Placed cells, one color a class:
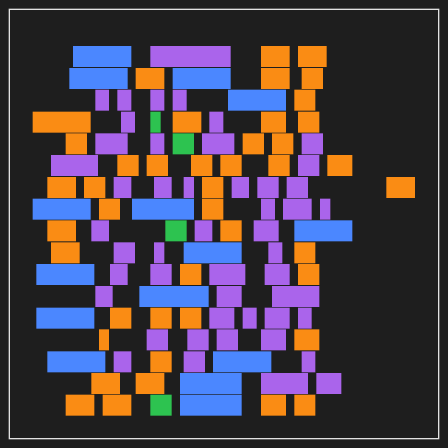
Sequential cells colored by netlist name:
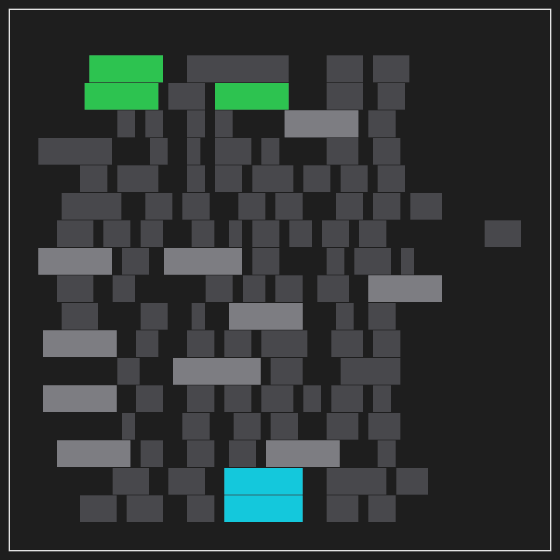
Placement density heat map:
The die is cut into 11 by 11 equal tiles; black is low, pale yellow is high, 0 to 100% covered.
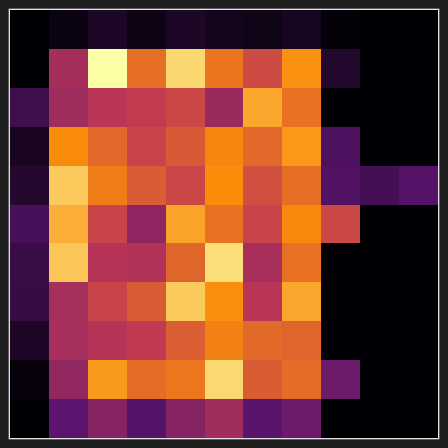
**src/rtl/definitions_pkg.sv**
```systemverilog
// rtl/definitions_pkg.sv - shared encodings and decode helpers for the pipeline controller
package definitions;

    typedef enum logic [2:0] {
        NOP  = 3'b000,
        LD   = 3'b001,
        ADD  = 3'b010,
        NAND = 3'b011,
        SHFL = 3'b100,
        OUT  = 3'b101,
        RSV6 = 3'b110,
        RSV7 = 3'b111
    } t_opcode;

    typedef enum logic [1:0] {
        R0  = 2'b00,
        R1  = 2'b01,
        R2  = 2'b10,
        IMM = 2'b11
    } t_reg_name;

    typedef enum logic {
        SRC_REG = 1'b0,
        SRC_IMM = 1'b1
    } t_ALUsrc_ctrl;

    function automatic logic writes_dst(input t_opcode op);
        return (op == LD) || (op == ADD) || (op == NAND) || (op == SHFL);
    endfunction

    function automatic logic reads_src1(input t_opcode op, input t_reg_name s1);
        return ((op == ADD) || (op == NAND) || (op == SHFL) || (op == OUT)) && (s1 != IMM);
    endfunction

    function automatic logic reads_src2(input t_opcode op);
        return (op == ADD) || (op == NAND) || (op == SHFL);
    endfunction

    function automatic logic is_legal(input t_opcode op, input t_reg_name s1, input t_reg_name s2);
        logic ok;
        ok = 1'b1;
        if (op == RSV6 || op == RSV7)
            ok = 1'b0;
        if (op == LD && s1 != IMM)
            ok = 1'b0;
        if (writes_dst(op) && s2 == IMM)
            ok = 1'b0;
        return ok;
    endfunction

endpackage

```
**src/rtl/pipeline_controller_hazard.sv**
```systemverilog
// rtl/pipeline_controller_hazard.sv - E/W destination scoreboard and RAW stall detection
import definitions::*;

module hazard_unit (
    input  logic      clock,
    input  logic      reset,
    input  logic      flush,
    input  logic      accept,
    input  logic      instv,
    input  t_opcode   opcode,
    input  t_reg_name src1,
    input  t_reg_name src2,
    output logic      stalled
);

    logic      e_valid;
    t_reg_name e_dst;
    logic      w_valid;
    t_reg_name w_dst;
    logic      hit1;
    logic      hit2;

    always_ff @(posedge clock) begin
        if (reset || flush) begin
            e_valid <= 1'b0;
            e_dst   <= R0;
            w_valid <= 1'b0;
            w_dst   <= R0;
        end else begin
            w_valid <= e_valid;
            w_dst   <= e_dst;
            e_valid <= accept && writes_dst(opcode);
            e_dst   <= src2;
        end
    end

    // The regfile has no write-through, so a producer blocks readers until it leaves W.
    always_comb begin
        hit1 = reads_src1(opcode, src1) &&
               ((e_valid && e_dst == src1) || (w_valid && w_dst == src1));
        hit2 = reads_src2(opcode) &&
               ((e_valid && e_dst == src2) || (w_valid && w_dst == src2));
        stalled = !reset && instv && is_legal(opcode, src1, src2) && (hit1 || hit2);
    end

endmodule

```
**src/rtl/pipeline_controller.sv**
```systemverilog
// rtl/pipeline_controller.sv - decode stage driving E-stage ALU controls and W-stage write enable
import definitions::*;

module pipeline_controller (
    input  logic         clock,
    input  logic         reset,
    input  t_opcode      opcode,
    input  logic         instv,
    input  t_reg_name    src1,
    input  t_reg_name    src2,
    output logic         internal_reset,
    output t_ALUsrc_ctrl ALUsrc1,
    output t_ALUsrc_ctrl ALUsrc2,
    output t_opcode      ALUop,
    output logic         wr_en,
    output logic         dataoutv,
    output logic         stalled
);

    logic legal;
    logic illegal;
    logic accept;
    logic e_wr;

    assign legal   = is_legal(opcode, src1, src2);
    assign illegal = instv && !legal;
    assign accept  = instv && legal && !stalled;

    hazard_unit u_hazard (
        .clock   (clock),
        .reset   (reset),
        .flush   (illegal),
        .accept  (accept),
        .instv   (instv),
        .opcode  (opcode),
        .src1    (src1),
        .src2    (src2),
        .stalled (stalled)
    );

    // An illegal instruction only flushes the scoreboard; already-issued outputs keep draining.
    always_ff @(posedge clock) begin
        if (reset) begin
            internal_reset <= 1'b1;
            ALUop          <= NOP;
            ALUsrc1        <= SRC_REG;
            ALUsrc2        <= SRC_REG;
            dataoutv       <= 1'b0;
            e_wr           <= 1'b0;
            wr_en          <= 1'b0;
        end else begin
            internal_reset <= illegal;
            wr_en          <= e_wr;
            if (accept) begin
                ALUop    <= opcode;
                ALUsrc1  <= (src1 == IMM) ? SRC_IMM : SRC_REG;
                ALUsrc2  <= (src2 == IMM) ? SRC_IMM : SRC_REG;
                dataoutv <= (opcode == OUT);
                e_wr     <= writes_dst(opcode);
            end else begin
                ALUop    <= NOP;
                ALUsrc1  <= SRC_REG;
                ALUsrc2  <= SRC_REG;
                dataoutv <= 1'b0;
                e_wr     <= 1'b0;
            end
        end
    end

endmodule

```
**config.mk**
```make
export PLATFORM = sky130hd
export DESIGN_NAME = pipeline_controller
export DESIGN_NICKNAME = d
export VERILOG_FILES = /design/src/rtl/definitions_pkg.sv /design/src/rtl/pipeline_controller_hazard.sv /design/src/rtl/pipeline_controller.sv
export SDC_FILE = /design/constraint.sdc
export NUM_CORES = 1
export LEC_CHECK = 0
export CELL_PAD_IN_SITES_DETAIL_PLACEMENT = 1
export CELL_PAD_IN_SITES_GLOBAL_PLACEMENT = 2
export CORE_MARGIN = 2
export CORE_UTILIZATION = 27
export DETAILED_ROUTE_END_ITERATION = 12
export PLACE_DENSITY = 0.79
export RECOVER_POWER = 50
export SYNTH_ARGS = -nofsm -noshare
export SYNTH_HDL_FRONTEND = slang
export SYNTH_SLANG_ARGS = --single-unit
```
**constraint.sdc**
```tcl
create_clock -name clock -period 1.91 [get_ports clock]
set_clock_uncertainty 0.2 [all_clocks]
set_input_delay 0.191 -clock clock [delete_from_list [all_inputs] [get_ports clock]]
set_output_delay 0.191 -clock clock [all_outputs]
set_load 0.05 [all_outputs]
```
==> notes.md <==
* 0.272 — clock network power share
* e_wr — worst reg2reg endpoint
* 0.292 — core utilization at floorplan
* 9 — pin count of the biggest net entering global routing
* 14.5 µm — Wirelength per Cell
* 255 ps — Hold WS
* opcode[0] — Worst setup startpoint
* 0.428 nW — P_leak
* 267 — Fillers
* 0 — count of library flops with an enable pin
* 0.398 mV — worst-case vdd ir drop
* 4.88 — via count normalized by instance count
* 0.288 — Post-Synth Simple-Gate Area
* 80 ps — clock slew at the register clock pins of the worst setup and hold paths
* 0 — number of max-slew violations in the final report
* 308 µm² — FF/Latch Area
* 1520 ps — required time of the critical path
* 702 — number of global-route vias before repair
* sky130_fd_sc_hd__buf_4 — most instantiated logic cell after routing
* sky130_fd_sc_hd__dfxtp_1 (46%), sky130_fd_sc_hd__xnor2_1 (11%), sky130_fd_sc_hd__nor3b_1 (5.7%) — top cells by area
* 0.239 — relative contribution of combinational cells to total power
* -160 ps — Worst Slack Setup Final
* 5 — number of setup violations in the final report
* 0 — multiplexer area fraction after synthesis
* 0.455 — share of Yosys cell area claimed by the top area cell type
* 0.277 — switching share of power
* sky130_fd_sc_hd__clkdlybuf4s50_1 — worst-path cell with the longest stage delay
* 24 — Netlist cell types
* input pin — Critical Path Start Type
* negative setup slack — failing checks
* 0.496 — fraction of the core area covered by cells at the end of the flow
* finished, violations left — run status
* 2 — total setup buffers inserted after CTS
* 0.490 — share of power burned in registers
Back to the opening pictures, 'placed cells, one color a class':
color	class	cells
orange	remaining buffers and delay cells	43
purple	remaining logic cells	48
blue	registers	15
green	clock drivers and dummy loads	4

Back to the opening pictures, 'sequential cells colored by netlist name':
color	name in the netlist	sequential cells
green	ALUop	3
cyan	u_hazard.w_dst	2
not colored	10

Back to the opening pictures, 'placement density heat map':
densest ninth of the die	center
tiles over 75% full	13%
fullest tile	100%

-- per-stage QoR --
stage                     cells  total power (W)  TNS, ps
after floorplan              64         0.000407        0
after global placement      131         0.000491    -2440
after detailed placement    131         0.000495    -2890
after CTS                   137         0.000685     -153
after global routing        138         0.000714     -851
final                       138         0.000677     -380
-- area by class of cell --
type / instances / area share
Sequential cell: 15 / 0.275
Tap cell: 28 / 0.0314
Clock buffer: 4 / 0.0235
Timing Repair Buffer: 43 / 0.330
Multi-Input combinational cell: 48 / 0.339
-- layer usage --
layer  GRT usage  share of wire  up-vias  wire [µm]
met5           0              0        -          0
met4       0.103          0.026        0         52
met3      0.0311          0.035        7         70
met2       0.267           0.51       17       1030
met1       0.198           0.42      324        846
li1            -              -      325          -
Power figures rest on the tool's default switching activity, not on a simulated workload.
